==> src/rtl/i2c_arbiter.sv <==
// Round-robin front end that shares one i2c_master among NUM_REQ requesters.
// Define I2C_ARB_TIMEOUT_EN to build the WAIT-state watchdog (limit TIMEOUT_CYCLES).
module i2c_arbiter #(
    parameter int NUM_REQ        = 4,
    parameter int TIMEOUT_CYCLES = 1000000
) (
    input  logic                  clk,
    input  logic                  rst,
    input  logic [NUM_REQ-1:0]    req,
    input  logic [NUM_REQ*8-1:0]  req_addr,
    input  logic [NUM_REQ*72-1:0] req_data,
    input  logic [NUM_REQ*8-1:0]  req_size,
    input  logic [15:0]           cfg_prescaler,
    output logic [NUM_REQ-1:0]    gnt,
    output logic [NUM_REQ-1:0]    done,
    output logic                  rsp_err,
    output logic                  rsp_timeout,
    output logic [7:0]            rsp_data,
    output logic                  busy,
    output logic                  mst_start,
    output logic [7:0]            mst_addr,
    output logic [71:0]           mst_data,
    output logic [7:0]            mst_size,
    output logic [15:0]           mst_prescaler,
    input  logic                  mst_valid_trans,
    input  logic                  mst_valid_recep,
    input  logic [7:0]            mst_data_received,
    input  logic                  mst_error
);

    localparam int              ID_W      = $clog2(NUM_REQ);
    localparam logic [ID_W:0]   NUM_REQ_W = (ID_W+1)'(NUM_REQ);
    localparam logic [ID_W-1:0] LAST_ID   = ID_W'(NUM_REQ - 1);

    typedef enum logic [1:0] {
        IDLE,
        LAUNCH,
        WAIT,
        FINISH
    } state_t;

    state_t state, next_state;

    logic [ID_W-1:0]    rr_ptr;
    logic [ID_W-1:0]    id_q;
    logic [ID_W-1:0]    sel_id;
    logic               sel_valid;
    logic [ID_W:0]      scan_idx;
    logic [NUM_REQ-1:0] sel_onehot;
    logic [NUM_REQ-1:0] id_onehot;
    logic               size_bad;
    logic               trans_prev;
    logic               recep_prev;
    logic               trans_rise;
    logic               recep_rise;
    logic               enter_finish;
    logic               fin_err;

    logic [7:0]  addr_arr [NUM_REQ];
    logic [71:0] data_arr [NUM_REQ];
    logic [7:0]  size_arr [NUM_REQ];

    genvar g;
    generate
        for (g = 0; g < NUM_REQ; g++) begin : g_unpack
            assign addr_arr[g] = req_addr[8*g +: 8];
            assign data_arr[g] = req_data[72*g +: 72];
            assign size_arr[g] = req_size[8*g +: 8];
        end
    endgenerate

    // Scan downward so the candidate closest above rr_ptr is the last one kept.
    always_comb begin
        sel_id    = '0;
        sel_valid = 1'b0;
        scan_idx  = '0;
        for (int k = NUM_REQ - 1; k >= 0; k--) begin
            scan_idx = {1'b0, rr_ptr} + (ID_W+1)'(k);
            if (scan_idx >= NUM_REQ_W) begin
                scan_idx = scan_idx - NUM_REQ_W;
            end
            if (req[scan_idx[ID_W-1:0]]) begin
                sel_id    = scan_idx[ID_W-1:0];
                sel_valid = 1'b1;
            end
        end
    end

    assign sel_onehot = NUM_REQ'(1) << sel_id;
    assign id_onehot  = NUM_REQ'(1) << id_q;
    assign size_bad   = (size_arr[sel_id] == 8'd0) || (size_arr[sel_id] > 8'd9);
    assign trans_rise = mst_valid_trans & ~trans_prev;
    assign recep_rise = mst_valid_recep & ~recep_prev;
    assign busy       = (state != IDLE);

`ifdef I2C_ARB_TIMEOUT_EN
    localparam logic [31:0] TIMEOUT_LAST = 32'(TIMEOUT_CYCLES - 1);

    logic [31:0] wait_cnt;
    logic        timeout_hit;
    logic        fin_timeout;
    logic        rsp_timeout_q;

    assign timeout_hit = (state == WAIT) && (wait_cnt == TIMEOUT_LAST);
    assign rsp_timeout = rsp_timeout_q;

    always_ff @(posedge clk) begin
        if (rst) begin
            wait_cnt      <= '0;
            rsp_timeout_q <= 1'b0;
        end else begin
            if (state == LAUNCH) begin
                wait_cnt <= '0;
            end else if (state == WAIT) begin
                wait_cnt <= wait_cnt + 32'd1;
            end
            if (enter_finish) begin
                rsp_timeout_q <= fin_timeout;
            end
        end
    end
`else
    assign rsp_timeout = 1'b0;

    // The watchdog limit has no effect when the watchdog is not built.
    if (TIMEOUT_CYCLES < 1) begin : g_timeout_unused
    end
`endif

    always_ff @(posedge clk) begin
        if (rst) begin
            state <= IDLE;
        end else begin
            state <= next_state;
        end
    end

    // Master error outranks completion, which outranks the watchdog.
    always_comb begin
        next_state   = state;
        enter_finish = 1'b0;
        fin_err      = 1'b0;
`ifdef I2C_ARB_TIMEOUT_EN
        fin_timeout  = 1'b0;
`endif
        case (state)
            IDLE: begin
                if (sel_valid) begin
                    if (size_bad) begin
                        next_state   = FINISH;
                        enter_finish = 1'b1;
                        fin_err      = 1'b1;
                    end else begin
                        next_state = LAUNCH;
                    end
                end
            end
            LAUNCH: next_state = WAIT;
            WAIT: begin
                if (mst_error) begin
                    next_state   = FINISH;
                    enter_finish = 1'b1;
                    fin_err      = 1'b1;
                end else if (trans_rise) begin
                    next_state   = FINISH;
                    enter_finish = 1'b1;
                end
`ifdef I2C_ARB_TIMEOUT_EN
                else if (timeout_hit) begin
                    next_state   = FINISH;
                    enter_finish = 1'b1;
                    fin_err      = 1'b1;
                    fin_timeout  = 1'b1;
                end
`endif
            end
            FINISH:  next_state = IDLE;
            default: next_state = IDLE;
        endcase
    end

    // done is raised on the edge entering FINISH so it is high during FINISH.
    always_ff @(posedge clk) begin
        if (rst) begin
            gnt           <= '0;
            done          <= '0;
            rsp_err       <= 1'b0;
            rsp_data      <= '0;
            mst_start     <= 1'b0;
            mst_addr      <= '0;
            mst_data      <= '0;
            mst_size      <= '0;
            mst_prescaler <= '0;
            id_q          <= '0;
            rr_ptr        <= '0;
            trans_prev    <= 1'b0;
            recep_prev    <= 1'b0;
        end else begin
            trans_prev <= mst_valid_trans;
            recep_prev <= mst_valid_recep;
            gnt        <= '0;
            done       <= '0;
            mst_start  <= (state == LAUNCH);

            if (state == IDLE && sel_valid) begin
                id_q          <= sel_id;
                gnt           <= sel_onehot;
                mst_addr      <= addr_arr[sel_id];
                mst_data      <= data_arr[sel_id];
                mst_size      <= size_arr[sel_id];
                mst_prescaler <= cfg_prescaler;
                rsp_data      <= '0;
            end

            if (state == WAIT && recep_rise) begin
                rsp_data <= mst_data_received;
            end

            if (enter_finish) begin
                done    <= (state == IDLE) ? sel_onehot : id_onehot;
                rsp_err <= fin_err;
            end

            if (state == FINISH) begin
                rr_ptr <= (id_q == LAST_ID) ? '0 : id_q + 1'b1;
            end
        end
    end

endmodule
==> config.mk <==
export PLATFORM = sky130hd
export DESIGN_NAME = i2c_arbiter
export DESIGN_NICKNAME = d
export VERILOG_FILES = /design/src/rtl/i2c_arbiter.sv
export SDC_FILE = /design/constraint.sdc
export NUM_CORES = 1
export LEC_CHECK = 0
export ABC_AREA = 1
export ABC_CLOCK_PERIOD_IN_PS = 2240
export CAP_MARGIN = 10
export CORE_AREA = 10 10 192 194
export DETAILED_ROUTE_END_ITERATION = 8
export DIE_AREA = 0 0 202 204
export GPL_ROUTABILITY_DRIVEN = 0
export HOLD_SLACK_MARGIN = 0.15
export PLACE_DENSITY = 0.67
export SKIP_LAST_GASP = 1
export SYNTH_ARGS = -nofsm -noshare
export SYNTH_HDL_FRONTEND = slang
export SYNTH_SLANG_ARGS = --single-unit
==> constraint.sdc <==
create_clock -name clk -period 2.24 [get_ports clk]
set_clock_uncertainty 0.1 [all_clocks]
set_input_delay 0.448 -clock clk [delete_from_list [all_inputs] [get_ports clk]]
set_output_delay 0.448 -clock clk [all_outputs]
set_load 0.02 [all_outputs]
==> run_summary.xml, run 1 <==
<?xml version="1.0" encoding="UTF-8"?>
<metrics>
  <group name="worst_setup_path">
    <metric name="worst_endpoint_required_time" unit="ns">2.45</metric>
    <metric name="endpoint_of_the_worst_setup_timing_path" unit="">mst_data[26]$_SDFFE_PP0P_</metric>
    <metric name="most_used_cell_cp" unit="">sky130_fd_sc_hd__nand2_4</metric>
    <metric name="timing_worst_setup_path_type" unit="">flip-flop to flip-flop</metric>
    <metric name="launch_point_of_the_worst_path" unit="">rr_ptr[0]$_SDFFE_PP0N_</metric>
    <metric name="crit_path_cell_trace" unit="">inv_8 &gt; nand2_4 &gt; nand2_4 &gt; nand3_4 &gt; inv_2 &gt; nor2_4 &gt; or3b_4 &gt; nand2_4 &gt; clkinv_8 &gt; buf_12 &gt; buf_16 &gt; o21ai_0 &gt; a41oi_1</metric>
    <metric name="cp.arrival" unit="ns">2.62</metric>
    <metric name="critical_path_peak_fanout" unit="">7</metric>
    <metric name="worstRegToRegCells" unit="">13</metric>
    <metric name="crit_path_buf_inv_count" unit="">5</metric>
    <metric name="crit-reg2reg-capture" unit="">mst_data[26]$_SDFFE_PP0P_</metric>
    <metric name="critical_register_to_register_path_startpoint" unit="">rr_ptr[0]$_SDFFE_PP0N_</metric>
    <metric name="cpMaxStageDelayCell" unit="">sky130_fd_sc_hd__dfxtp_4</metric>
    <metric name="r2r_setup_slack" unit="ns">-0.17</metric>
    <metric name="critPathCaptureType" unit="">flip-flop</metric>
    <metric name="critPathMaxStageDelay" unit="ns">0.45</metric>
    <metric name="critPathTopFamily" unit="">simple AND/OR/NAND/NOR gates</metric>
  </group>
  <group name="drt">
    <metric name="drt-vias-per-instance" unit="">4.96</metric>
    <metric name="topRoutingLayerUsed" unit="">met4</metric>
    <metric name="drt-initial-drc-count" unit="">552</metric>
    <metric name="detail_route.wirelength.met1" unit="um">18200</metric>
    <metric name="wl_met3" unit="um">3820</metric>
    <metric name="routed_wire_length_per_instance" unit="um">24.4</metric>
    <metric name="post-route-drc-count" unit="">0</metric>
    <metric name="drt.antenna.violating_nets" unit="">0</metric>
  </group>
  <group name="timing">
    <metric name="hold-worst-slack" unit="ns">0.379</metric>
    <metric name="setup-violations-final" unit="">99</metric>
    <metric name="slew_at_the_pin_with_the_worst_max_slew_slack" unit="ns">0.564</metric>
    <metric name="maxClockFrequency" unit="MHz">415</metric>
    <metric name="finalWorstPathRequiredPeriod" unit="ns">2.41</metric>
    <metric name="fin_tns_setup" unit="ns">-7.82</metric>
    <metric name="timing.slew.headroom" unit="">0.623</metric>
    <metric name="post-route-worst-setup-slack" unit="ns">-0.172</metric>
    <metric name="slew_viol_final" unit="">0</metric>
  </group>
  <group name="power">
    <metric name="ir_drop" unit="mV">0.713</metric>
    <metric name="pwr-share-seq" unit="">0.173</metric>
    <metric name="power.leakage" unit="nW">5.89</metric>
    <metric name="p_total" unit="mW">23.5</metric>
    <metric name="share_clk_of_total_power" unit="">0.112</metric>
    <metric name="power.density_cell_area" unit="nW/um^2">1480</metric>
    <metric name="power.combinational.fraction" unit="">0.715</metric>
    <metric name="share_of_total_power_consumed_by_net_switching" unit="">0.438</metric>
  </group>
  <group name="clocking">
    <metric name="cts_tree" unit="">built</metric>
    <metric name="cts-hold-fix-buffers" unit="">0</metric>
    <metric name="worst_skew_late_latency" unit="ns">0.43</metric>
    <metric name="clkTransAtPathRegs" unit="ns">0.07</metric>
    <metric name="clock_tree.buffer_depth" unit="">2</metric>
  </group>
  <group name="run_status">
    <metric name="failed_checks" unit="">negative setup slack</metric>
    <metric name="outcome" unit="">finished, violations left</metric>
  </group>
  <group name="min_path">
    <metric name="worstHoldEndpoint" unit="">rsp_data[5]$_SDFFE_PP0P_</metric>
    <metric name="hold-path-cell-count" unit="">2</metric>
    <metric name="hold_class" unit="">flip-flop to flip-flop</metric>
    <metric name="hold_startpoint" unit="">rsp_data[5]$_SDFFE_PP0P_</metric>
  </group>
  <group name="global_routing">
    <metric name="first_global_vias" unit="">9402</metric>
    <metric name="grt_antenna_before_repair" unit="">6</metric>
    <metric name="gr-total-overflow" unit="">0</metric>
    <metric name="met2_track_demand_over_resource" unit="">0.322</metric>
    <metric name="grt_most_used_layer" unit="">met2</metric>
    <metric name="grtUsageTotal" unit="">0.188</metric>
  </group>
  <group name="synth">
    <metric name="yosys.stat.seqShare" unit="">0.391</metric>
    <metric name="average_cell_area_after_synthesis" unit="sq um">7.76</metric>
    <metric name="edf_count" unit="">0</metric>
    <metric name="yosys-stat-cells" unit="">859</metric>
    <metric name="synthCells" unit="">859</metric>
    <metric name="syn_nets" unit="">1252</metric>
    <metric name="ys.warnings.count" unit="">0</metric>
    <metric name="ys_async_sr_fraction" unit="">0</metric>
  </group>
  <group name="run">
    <metric name="max-cap-violations" unit="">0</metric>
  </group>
  <group name="finish">
    <metric name="fin_util" unit="">0.479</metric>
    <metric name="nNetsFinal" unit="">1848</metric>
    <metric name="post-route-cell-area" unit="sq um">15900</metric>
    <metric name="final_layout_size_suffix_gt1_frac" unit="">0.283</metric>
    <metric name="area_growth_syn_to_layout" unit="%">138</metric>
    <metric name="nFillCells" unit="">2971</metric>
  </group>
  <group name="place">
    <metric name="buffer_ports.inserted" unit="">507</metric>
    <metric name="detailed_place.area" unit="sq um">12700</metric>
    <metric name="post-dp-hpwl" unit="um">31100</metric>
  </group>
  <group name="die">
    <metric name="placeable_core_area" unit="sq um">33100</metric>
    <metric name="fp_util" unit="">0.201</metric>
    <metric name="chipHeight" unit="um">204</metric>
    <metric name="row_count" unit="">67</metric>
  </group>
</metrics>
## run 1: Yosys cell counts, drive strengths merged, types with 7 or more instances
cell | instances | area [sq um]
nand2 | 139 | 587
a21oi | 15 | 78.8
a22oi | 139 | 1040
o21ai | 104 | 521
nand4 | 8 | 50.1
dfxtp | 130 | 2600
a31oi | 59 | 369
buf | 28 | 183
ha | 8 | 100
nor2 | 66 | 278
a41oi | 21 | 184
nand3 | 40 | 230
o211ai | 7 | 52.6
clkbuf | 53 | 199
inv | 36 | 140
## run 1: power groups by stage
stage               Clock (mW)  Sequential, mW  Combinational (mW)
floorplan                    0            5.09                4.35
global placement             0            3.91                10.9
detailed placement           0            3.94                11.0
CTS                       2.69            3.94                12.2
global route              2.79            4.17                17.6
finish                    2.63            4.07                16.8
## run 1: sequential cells by signal (all words and copies together), names as in the netlist, 2 cells and up
name / cells
mst_addr: 8
rsp_data: 8
done: 4
mst_size: 8
gnt: 4
mst_data: 72
id_q: 2
mst_prescaler: 16
state: 2
rr_ptr: 2
## run 1: kinds of logic after synthesis
kind of cell	Yosys count	share of synthesized area
AOI/OAI and AO/OA	349	0.342
DFF	130	0.391
buffers and inverters	117	0.0783
other	1	0.000563
adders and majority gates	8	0.0150
and+or+nand+nor	254	0.173
## run 1: layout make-up
| class | count | area, sq um | area share |
|---|---|---|---|
| Timing Repair Buffer | 658 | 7290 | 0.460 |
| Multi-Input combinational cell | 612 | 4670 | 0.295 |
| Sequential cell | 130 | 2610 | 0.164 |
| Tap cell | 448 | 561 | 0.0353 |
| Clock buffer | 19 | 433 | 0.0273 |
| Inverter | 36 | 181 | 0.0114 |
| Clock inverter | 11 | 92.6 | 0.00584 |
| Antenna cell | 6 | 15.0 | 0.000947 |
Fig. 1: run 1, signal wires on met4
Drawn at 2 px/um. Supply wires on this layer in grey. Cells faint in the background.
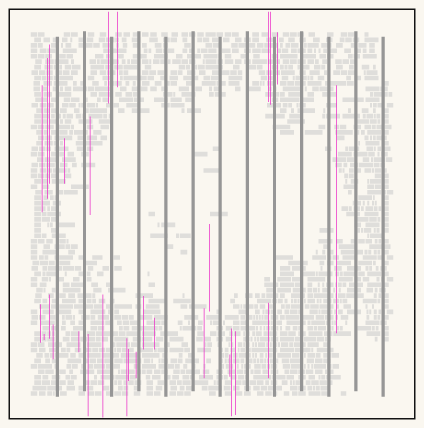
wire length on this layer	1090 um
share of all routed wire	2.3%
longest straight run	124 um

Fig. 2: run 1, close-up of the layout
Region (126, 128) to (176, 178) um. Cells in grey, sequential cells in the stronger grey; small squares are vias.
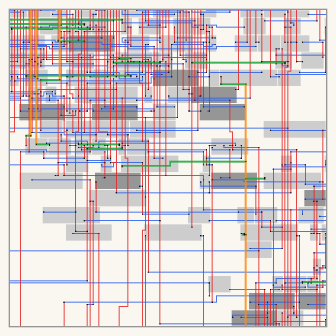
colour	layer
orange	metal 4
red	metal 2
blue	metal 1
green	metal 3
cells with their middle in the window	91
sequential cells in the window	11
netlist names of flops here include	mst_data (6), mst_prescaler (3), mst_addr (2)
most frequent	clkdlybuf4s50_1 (28), dfxtp_1 (11)

Fig. 3: run 1, clock wiring as the flow saved it
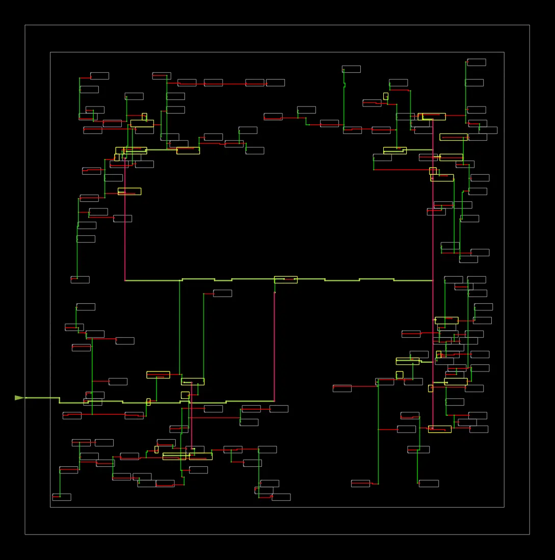
# clock sinks: 130
power consumed by the clock network: 2.63 mW
num sequential: 130
total of clock buffers placed in the layout: 19
number of buffers created by CTS: 17

Fig. 4: run 1, signal wires on met3
Drawn at 2 px/um. Cells faint in the background.
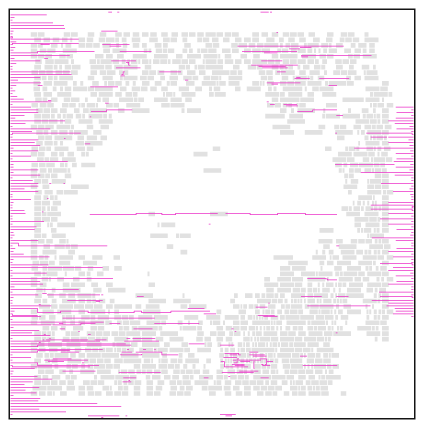
wire length on this layer	3820 um
nets with wire on the layer	315
main direction	horizontal
drt total wl: 46800 um
via count: 9515
global-route met3 utilization: 0.0707

## Run 2: what changed since run 1
--- a/config.mk
+++ b/config.mk
@@ -11,9 +11,9 @@
 export CORE_AREA = 10 10 192 194
 export DETAILED_ROUTE_END_ITERATION = 8
 export DIE_AREA = 0 0 202 204
-export GPL_ROUTABILITY_DRIVEN = 0
 export HOLD_SLACK_MARGIN = 0.15
 export PLACE_DENSITY = 0.67
+export REMOVE_ABC_BUFFERS = 1
 export SKIP_LAST_GASP = 1
 export SYNTH_ARGS = -nofsm -noshare
 export SYNTH_HDL_FRONTEND = slang
Fig. 5: run 2, signal wires on met3
Drawn at 2 px/um. Cells faint in the background.
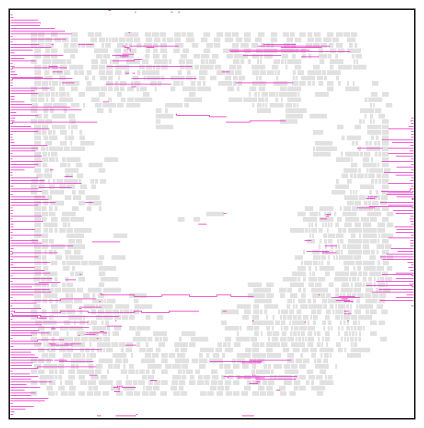
drt total wl: 42000 um
global-route met3 utilization: 0.0651
via count: 9059

==> run 2 against run 1 <==
The run still ends with negative setup slack left; clock-buffer cell count unchanged; combinational power down 21%; hold slack better by 0.0017 ns; die size unchanged; worst setup slack better by 0.051 ns; clock power up 14%; register-to-register slack better by 0.05 ns; core utilization down 4.0 points; critical endpoint is now done[0]$_SDFF_PP0_.
==> run_summary.xml, run 2 <==
<?xml version="1.0" encoding="UTF-8"?>
<metrics>
  <group name="timing">
    <metric name="post-route-worst-setup-slack" unit="ns">-0.120</metric>
    <metric name="timing.slew.headroom" unit="">0.642</metric>
    <metric name="maxClockFrequency" unit="MHz">424</metric>
    <metric name="hold-worst-slack" unit="ns">0.381</metric>
    <metric name="rsz0062_at_grt" unit="">yes</metric>
    <metric name="slew_at_the_pin_with_the_worst_max_slew_slack" unit="ns">0.535</metric>
    <metric name="fin_tns_setup" unit="ns">-1.87</metric>
    <metric name="hold_violations" unit="">0</metric>
    <metric name="finalWorstPathRequiredPeriod" unit="ns">2.36</metric>
    <metric name="final.period_utilization" unit="">1.05</metric>
    <metric name="setup-violations-final" unit="">50</metric>
    <metric name="slew_viol_final" unit="">0</metric>
  </group>
  <group name="finish">
    <metric name="nNetsFinal" unit="">1812</metric>
    <metric name="nFillCells" unit="">3183</metric>
    <metric name="final_layout_top_logic_cell" unit="">sky130_fd_sc_hd__clkdlybuf4s50_1</metric>
    <metric name="lay_top_cells" unit="">sky130_fd_sc_hd__clkdlybuf4s50_1 (502), sky130_fd_sc_hd__dfxtp_1 (128), sky130_fd_sc_hd__nand2_1 (102)</metric>
    <metric name="largest_registers" unit="">mst_data x72, mst_prescaler x16</metric>
    <metric name="layout.area.comb" unit="sq um">4130</metric>
    <metric name="largest_register_ff_count" unit="">72</metric>
    <metric name="fin_util" unit="">0.438</metric>
    <metric name="seq_area" unit="sq um">2610</metric>
    <metric name="largest_register" unit="">mst_data</metric>
    <metric name="post-route-cell-area" unit="sq um">14500</metric>
    <metric name="area_growth_syn_to_layout" unit="%">118</metric>
    <metric name="final_layout_size_suffix_gt1_frac" unit="">0.199</metric>
    <metric name="post_layout_nonfiller_instances" unit="">1884</metric>
  </group>
  <group name="synth">
    <metric name="post_synthesis_mux_area_share" unit="">0</metric>
    <metric name="postSynthRegisterBits" unit="">130</metric>
    <metric name="most_common_cell" unit="">sky130_fd_sc_hd__a22oi_1</metric>
    <metric name="common_cells" unit="">sky130_fd_sc_hd__a22oi_1 (139), sky130_fd_sc_hd__dfxtp_1 (130), sky130_fd_sc_hd__nand2_1 (121)</metric>
    <metric name="synth.cell_area" unit="sq um">6660</metric>
    <metric name="netlist_top_cells_area" unit="">sky130_fd_sc_hd__dfxtp_1 (39%), sky130_fd_sc_hd__a22oi_1 (16%), sky130_fd_sc_hd__nand2_1 (6.8%)</metric>
    <metric name="yosys-stat-cells" unit="">859</metric>
    <metric name="ys_flop_type" unit="">sky130_fd_sc_hd__dfxtp_1</metric>
    <metric name="synth.distinct_cells" unit="">33</metric>
    <metric name="topCombFamilyByArea" unit="">AND-OR/OR-AND gates</metric>
    <metric name="synth.largest_area_cell" unit="">sky130_fd_sc_hd__dfxtp_1</metric>
    <metric name="ys_sh_aoi" unit="">0.342</metric>
    <metric name="post_synth_and_or_nand_nor_area_fraction" unit="">0.173</metric>
    <metric name="ys_async_sr_fraction" unit="">0</metric>
    <metric name="ys_area" unit="sq um">6660</metric>
    <metric name="yosys.stat.seqShare" unit="">0.391</metric>
    <metric name="ys.warnings.count" unit="">0</metric>
    <metric name="ys_sh_xor" unit="">0</metric>
    <metric name="synthCells" unit="">859</metric>
    <metric name="average_cell_area_after_synthesis" unit="sq um">7.76</metric>
    <metric name="synthAdderAreaFrac" unit="">0.0150</metric>
    <metric name="edf_count" unit="">0</metric>
    <metric name="synth_largest_type_area_fraction" unit="">0.391</metric>
  </group>
  <group name="die">
    <metric name="chipHeight" unit="um">204</metric>
    <metric name="pin_count" unit="">509</metric>
    <metric name="design.die.area" unit="sq um">41200</metric>
    <metric name="fp_util" unit="">0.201</metric>
    <metric name="placeable_core_area" unit="sq um">33100</metric>
    <metric name="row_count" unit="">67</metric>
    <metric name="fp.dieW" unit="um">202</metric>
  </group>
  <group name="clocking">
    <metric name="cts-hold-fix-buffers" unit="">0</metric>
    <metric name="worst_skew_late_latency" unit="ns">0.41</metric>
    <metric name="cts_sinks" unit="">130</metric>
    <metric name="clock_tree.buffer_depth" unit="">2</metric>
    <metric name="cts_made_buffers" unit="">17</metric>
    <metric name="clkTransAtPathRegs" unit="ns">0.06</metric>
    <metric name="maximum_level_of_the_cts_h_tree" unit="">4</metric>
    <metric name="cts_tree" unit="">built</metric>
    <metric name="cts-root-buf" unit="">sky130_fd_sc_hd__clkbuf_16</metric>
  </group>
  <group name="worst_setup_path">
    <metric name="timing_worst_setup_path_type" unit="">flip-flop to flip-flop</metric>
    <metric name="cpMaxStageDelayCell" unit="">sky130_fd_sc_hd__dfxtp_4</metric>
    <metric name="crit_path_buf_inv_count" unit="">3</metric>
    <metric name="critPathCaptureType" unit="">flip-flop</metric>
    <metric name="critical_path_peak_fanout" unit="">7</metric>
    <metric name="critPathMaxStageDelay" unit="ns">0.44</metric>
    <metric name="cp-start-kind" unit="">flip-flop</metric>
    <metric name="critPathTopFamily" unit="">simple AND/OR/NAND/NOR gates</metric>
    <metric name="crit_path_cell_trace" unit="">inv_8 &gt; nand2_4 &gt; nand2_4 &gt; nand2_4 &gt; nand2_2 &gt; inv_2 &gt; nand2_4 &gt; nand2_4 &gt; nand2_8 &gt; nand3_4 &gt; clkinv_4 &gt; nand2_2 &gt; nand2_1 &gt; nor2_2 &gt; nand2_2 &gt; nor2_4 &gt; nand2_2 &gt; nand2_2 &gt; nand2_4 &gt; nand2_4 &gt; nor2_2</metric>
    <metric name="most_used_cell_cp" unit="">sky130_fd_sc_hd__nand2_4</metric>
    <metric name="worst_endpoint_required_time" unit="ns">2.44</metric>
    <metric name="cp.arrival" unit="ns">2.56</metric>
  </group>
  <group name="global_routing">
    <metric name="grt_pass1_wl" unit="um">57300</metric>
    <metric name="gr-total-overflow" unit="">0</metric>
    <metric name="maximum_number_of_pins_on_one_net_before_global_route_repair" unit="">62</metric>
    <metric name="grt_antenna_before_repair" unit="">6</metric>
    <metric name="first_global_vias" unit="">9280</metric>
    <metric name="grtUsageTotal" unit="">0.180</metric>
  </group>
  <group name="power">
    <metric name="ir_drop" unit="mV">0.552</metric>
    <metric name="power.leakage" unit="nW">5.44</metric>
    <metric name="p_total" unit="mW">20.2</metric>
    <metric name="power.density_cell_area" unit="nW/um^2">1390</metric>
  </group>
  <group name="place">
    <metric name="dp_slack" unit="ns">-0.661</metric>
    <metric name="buffer_ports.inserted" unit="">507</metric>
    <metric name="gp_congestion" unit="">0.902</metric>
    <metric name="post-place-cells" unit="">1817</metric>
    <metric name="post-dp-hpwl" unit="um">31400</metric>
    <metric name="detailed_place.area" unit="sq um">12800</metric>
  </group>
  <group name="run">
    <metric name="max-cap-violations" unit="">0</metric>
    <metric name="openroad.warnings" unit="">33</metric>
  </group>
  <group name="drt">
    <metric name="drt.antenna.violating_nets" unit="">0</metric>
    <metric name="drt-initial-drc-count" unit="">522</metric>
    <metric name="routed_wire_length_per_instance" unit="um">22.3</metric>
    <metric name="pre_antenna_drt_iters" unit="">5</metric>
    <metric name="post-route-drc-count" unit="">0</metric>
    <metric name="drt-vias-per-instance" unit="">4.81</metric>
  </group>
  <group name="run_status">
    <metric name="failed_checks" unit="">negative setup slack</metric>
    <metric name="outcome" unit="">finished, violations left</metric>
  </group>
  <group name="min_path">
    <metric name="hold_class" unit="">flip-flop to flip-flop</metric>
  </group>
</metrics>
run 2: area by class of cell:
| cell class | instances | share of cell area |
|---|---|---|
| repair buffers | 621 | 0.443 |
| inverters | 36 | 0.0114 |
| clock buffers | 19 | 0.0305 |
| flip-flops and latches | 130 | 0.180 |
| multi-input cells | 613 | 0.285 |
| clock inverters | 13 | 0.0118 |
| diodes | 4 | 0.000689 |
| well taps | 448 | 0.0386 |
run 2: where the power goes:
| group | internal [mW] | switching, mW | leakage (nW) |
|---|---|---|---|
| registers | 3.37 | 0.580 | 1.08 |
| clock network | 1.81 | 1.20 | 0.296 |
| logic | 6.27 | 7.00 | 4.07 |
run 2: repair_timing:
action                                  CTS  global route
gates cloned                              2            12
setup buffers                            10             8
endpoints found under the setup margin  114           122
resized                                  58           123
pin swaps                                22            34
run 2: cells by family after synthesis:
logic type | after synthesis
other cells | 1
compound gates | 349
simple gates | 254
buf+inv | 117
fa+ha+maj | 8
flops | 130
run 2: worst paths after layout:
check                                         startpoint                  endpoint  slack (ns)  cells after the start
worst max-delay path              rr_ptr[0]$_SDFFE_PP0N_        done[0]$_SDFF_PP0_       -0.12                     21
worst min register to register  rsp_data[2]$_SDFFE_PP0P_  rsp_data[2]$_SDFFE_PP0P_        0.38                      2
worst max register to register    rr_ptr[0]$_SDFFE_PP0N_        done[0]$_SDFF_PP0_       -0.12                     21
worst min-delay path            rsp_data[2]$_SDFFE_PP0P_  rsp_data[2]$_SDFFE_PP0P_        0.38                      2
run 2: routing by layer:
layer,GRT usage,routed length (um)
met1,0.198,15900
met2,0.318,21900
met3,0.0651,3480
met4,0.0502,739
met5,0,9
run 2: worst reg2reg max path: cells and delay by family (launching register included):
family | cells | cell delay (ns)
buffers and inverters | 3 | 0.24
AND/OR/NAND/NOR | 18 | 1.49
flip-flops | 1 | 0.44
No activity file was given, so power comes from the tool's default toggle rates.
